sizing.png
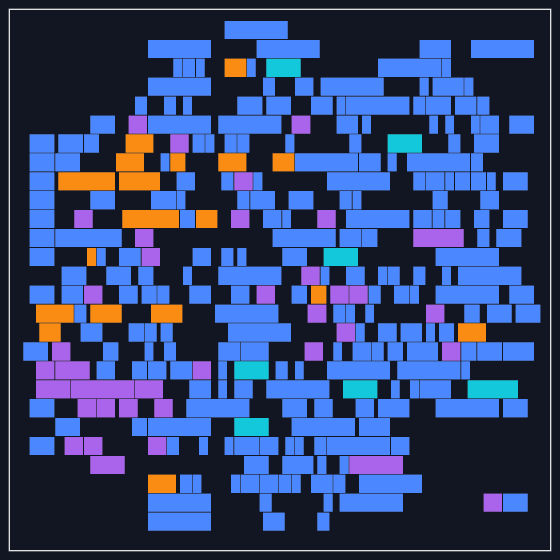
congestion_map.png
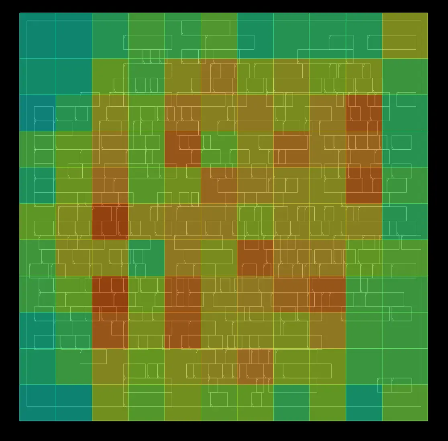
clock_wires.png
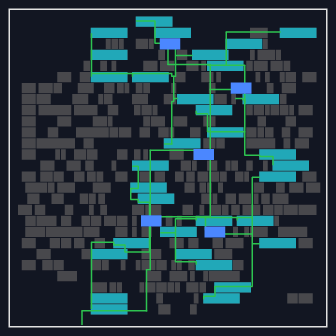
## config.mk

```make
export PLATFORM = sky130hd
export DESIGN_NAME = seq_pattern_tx
export DESIGN_NICKNAME = d
export VERILOG_FILES = /design/src/rtl/seq_pkg.sv /design/src/rtl/seq_pattern_tx.sv
export SDC_FILE = /design/constraint.sdc
export NUM_CORES = 1
export LEC_CHECK = 0
export ABC_CLOCK_PERIOD_IN_PS = 2150
export CAP_MARGIN = 15
export CORE_UTILIZATION = 40
export CTS_CLUSTER_SIZE = 24
export DETAILED_ROUTE_END_ITERATION = 7
export PLACE_DENSITY = 0.6
export SYNTH_ARGS = -nofsm -noshare
export SYNTH_HDL_FRONTEND = slang
export SYNTH_SLANG_ARGS = --single-unit
export TNS_END_PERCENT = 100
```

## constraint.sdc

```tcl
create_clock -name clk -period 2.15 [get_ports clk]
set_input_delay 0.3225 -clock clk [delete_from_list [all_inputs] [get_ports clk]]
set_output_delay 0.3225 -clock clk [all_outputs]
set_load 0.02 [all_outputs]
```

## src/rtl/seq_pkg.sv

```systemverilog
// Shared definitions for the sequence-pattern path: transmitter FSM states
// and the default geometry paired between the transmitter and the detectors.
package seq_pkg;

    typedef enum logic [1:0] {
        ST_IDLE = 2'd0,
        ST_SEND = 2'd1,
        ST_GAP  = 2'd2,
        ST_DONE = 2'd3
    } tx_state_t;

    localparam int DEF_W     = 8;
    localparam int DEF_CNT_W = 4;
    localparam int DEF_GAP   = 1;

endpackage

```

## src/rtl/seq_pattern_tx.sv

```systemverilog
// Serial pattern transmitter: sends a latched pattern MSB-first, repeated
// reps times with forced-zero gap bits between repetitions.
module seq_pattern_tx
    import seq_pkg::*;
#(
    parameter int W     = DEF_W,
    parameter int CNT_W = DEF_CNT_W,
    parameter int GAP   = DEF_GAP
) (
    input  logic                     clk,
    input  logic                     rst_n,
    input  logic                     req_valid,
    output logic                     req_ready,
    input  logic [W-1:0]             req_pattern,
    input  logic [$clog2(W+1)-1:0]   req_len,
    input  logic [CNT_W-1:0]         req_reps,
    input  logic                     abort,
    output logic                     x,
    output logic                     x_valid,
    output logic                     busy,
    output logic                     done
);

    localparam int LW = $clog2(W + 1);
    localparam int GW = (GAP > 0) ? $clog2(GAP + 1) : 1;

    tx_state_t         state_q, state_d;
    logic [W-1:0]      sh_q, sh_d;
    logic [W-1:0]      pat_q, pat_d;
    logic [LW-1:0]     len_q, len_d;
    logic [LW-1:0]     bit_q, bit_d;
    logic [CNT_W-1:0]  rep_q, rep_d;
    logic [GW-1:0]     gap_q, gap_d;
    logic              x_q, x_d;
    logic              xv_q, xv_d;
    logic              busy_q, busy_d;
    logic              done_q, done_d;

    logic              accept;
    logic [LW-1:0]     len_c;
    logic [LW-1:0]     shamt;
    logic [W-1:0]      aligned;
    logic [CNT_W-1:0]  reps_c;

    assign req_ready = (state_q == ST_IDLE) && !abort;
    assign accept    = req_valid && req_ready;

    assign x       = x_q;
    assign x_valid = xv_q;
    assign busy    = busy_q;
    assign done    = done_q;

    always_comb begin
        // Left-align the used bits so the first bit always sits at W-1.
        len_c   = (req_len > LW'(W)) ? LW'(W) : req_len;
        shamt   = LW'(W) - len_c;
        aligned = req_pattern << shamt;
        reps_c  = (req_reps == '0) ? CNT_W'(1) : req_reps;
    end

    always_comb begin
        state_d = state_q;
        sh_d    = sh_q;
        pat_d   = pat_q;
        len_d   = len_q;
        bit_d   = bit_q;
        rep_d   = rep_q;
        gap_d   = gap_q;
        x_d     = 1'b0;
        xv_d    = 1'b0;
        busy_d  = 1'b0;
        done_d  = 1'b0;

        case (state_q)
            ST_IDLE: begin
                if (accept) begin
                    pat_d  = aligned;
                    len_d  = len_c;
                    rep_d  = reps_c;
                    busy_d = 1'b1;
                    if (len_c == '0) begin
                        state_d = ST_DONE;
                        done_d  = 1'b1;
                    end else begin
                        state_d = ST_SEND;
                        x_d     = aligned[W-1];
                        xv_d    = 1'b1;
                        sh_d    = aligned << 1;
                        bit_d   = len_c - LW'(1);
                    end
                end
            end
            ST_SEND: begin
                busy_d = 1'b1;
                // bit_q counts bits still to send after the one on x now.
                if (bit_q != '0) begin
                    x_d   = sh_q[W-1];
                    xv_d  = 1'b1;
                    sh_d  = sh_q << 1;
                    bit_d = bit_q - LW'(1);
                end else if (rep_q > CNT_W'(1)) begin
                    rep_d = rep_q - CNT_W'(1);
                    xv_d  = 1'b1;
                    if (GAP > 0) begin
                        state_d = ST_GAP;
                        gap_d   = GW'(GAP - 1);
                    end else begin
                        x_d   = pat_q[W-1];
                        sh_d  = pat_q << 1;
                        bit_d = len_q - LW'(1);
                    end
                end else begin
                    state_d = ST_DONE;
                    done_d  = 1'b1;
                end
            end
            ST_GAP: begin
                busy_d = 1'b1;
                xv_d   = 1'b1;
                if (gap_q != '0) begin
                    gap_d = gap_q - GW'(1);
                end else begin
                    state_d = ST_SEND;
                    x_d     = pat_q[W-1];
                    sh_d    = pat_q << 1;
                    bit_d   = len_q - LW'(1);
                end
            end
            ST_DONE: begin
                state_d = ST_IDLE;
            end
        endcase

        if (abort && (state_q != ST_IDLE)) begin
            state_d = ST_IDLE;
            x_d     = 1'b0;
            xv_d    = 1'b0;
            busy_d  = 1'b0;
            done_d  = 1'b0;
        end
    end

    always_ff @(posedge clk or negedge rst_n) begin
        if (!rst_n) begin
            state_q <= ST_IDLE;
            sh_q    <= '0;
            pat_q   <= '0;
            len_q   <= '0;
            bit_q   <= '0;
            rep_q   <= '0;
            gap_q   <= '0;
            x_q     <= 1'b0;
            xv_q    <= 1'b0;
            busy_q  <= 1'b0;
            done_q  <= 1'b0;
        end else begin
            state_q <= state_d;
            sh_q    <= sh_d;
            pat_q   <= pat_d;
            len_q   <= len_d;
            bit_q   <= bit_d;
            rep_q   <= rep_d;
            gap_q   <= gap_d;
            x_q     <= x_d;
            xv_q    <= xv_d;
            busy_q  <= busy_d;
            done_q  <= done_d;
        end
    end

endmodule
```

==> impl_metrics.toml <==
# flow metrics
[clock_tree]
clk_pin_slew_ns = 0.07
clock_latency_ns = 0.28
root_buffer = "clkbuf_8"
numCtsBuffers = 5

[routing]
drt_iter0_markers = 151
drt_wl_total_um = 5300
vias = 1970
final_antenna_net_count = 0

[logic_synthesis]
ys.flops = 33
netlist_instances = 242
most_common_cell = "dfrtp_1"

[final_layout]
layout-drive-gt1-share_pct = 21.5
lay_top_cells = "dfrtp_1 (33), buf_4 (30), nand2_1 (27), clkdlybuf4s50_1 (23), nor2_1 (14)"
n_clock_buffer = 7
logic_area_mm2 = 0.00137

[flow_run]
warning_count = 30

[sta]
setup-tns-final_ns = 0
finalClockPeriodUsage_pct = 95.3
final-hold-violation-count = 0
relSlewSlack_pct = 67.6

[setup_path]
slowest_delay_ns = 0.51
cp_num_buf_inv = 2
reg2reg_slack_ns = 0.17

[outcome]
status = "finished clean"

[grt]
grt_use_total_pct = 19.7

[power]
report.power.total_w = 0.00370
maxPowerGroup = "combinational logic"
power_frac_comb_pct = 56.5

[floorplanning]
io_pins = 25
dieHeight_um = 77.7
core_mm2 = 0.00551

[placed_design]
dp_slack_ns = -0.344
## Picture notes: sizing.png
Key: blue = x1 and smaller [cells 227, most used dfrtp_1]; purple = x3 and x4 [cells 37, most used buf_4]; cyan = x6 and larger [cells 7, most used clkbuf_8]; orange = x2 [cells 18, most used mux2_2]

## Picture notes: congestion_map.png
final core occ: 52.6%
met2 Use GR: 32.6%
met3 Use GR: 3.53%
met1 usage: 25.7%
GR peak layer: met2

## Picture notes: clock_wires.png
Key: green = clock wires [length 475 um]; cyan = flip-flops [count 33]; blue = clock-net drivers [count 5]
There are 6 routed clock nets.

kinds of logic (layout without fill, tap and decap cells):
logic type | Yosys count | in the layout | synth area share [%]
DFF | 33 | 33 | 36.0
muxes | 20 | 20 | 11.0
xor gates and xnor gates | 3 | 3 | 1.15
and+or+nand+nor | 81 | 81 | 19.4
AOI/OAI and AO/OA | 72 | 72 | 22.3
adders and majority gates | 8 | 8 | 4.37
buffers and inverters | 25 | 72 | 5.73
timing repair:
action	4_1_cts	5_1_grt
buffers inserted	0	0
pin swaps	0	1
endpoints found under the setup margin	9	14
gates resized	3	4
layer usage:
layer	routed length, um	share of wire [%]
met1	2560	48
met2	2500	47
met3	171	3.2
met4	77	1.5
met5	0	0
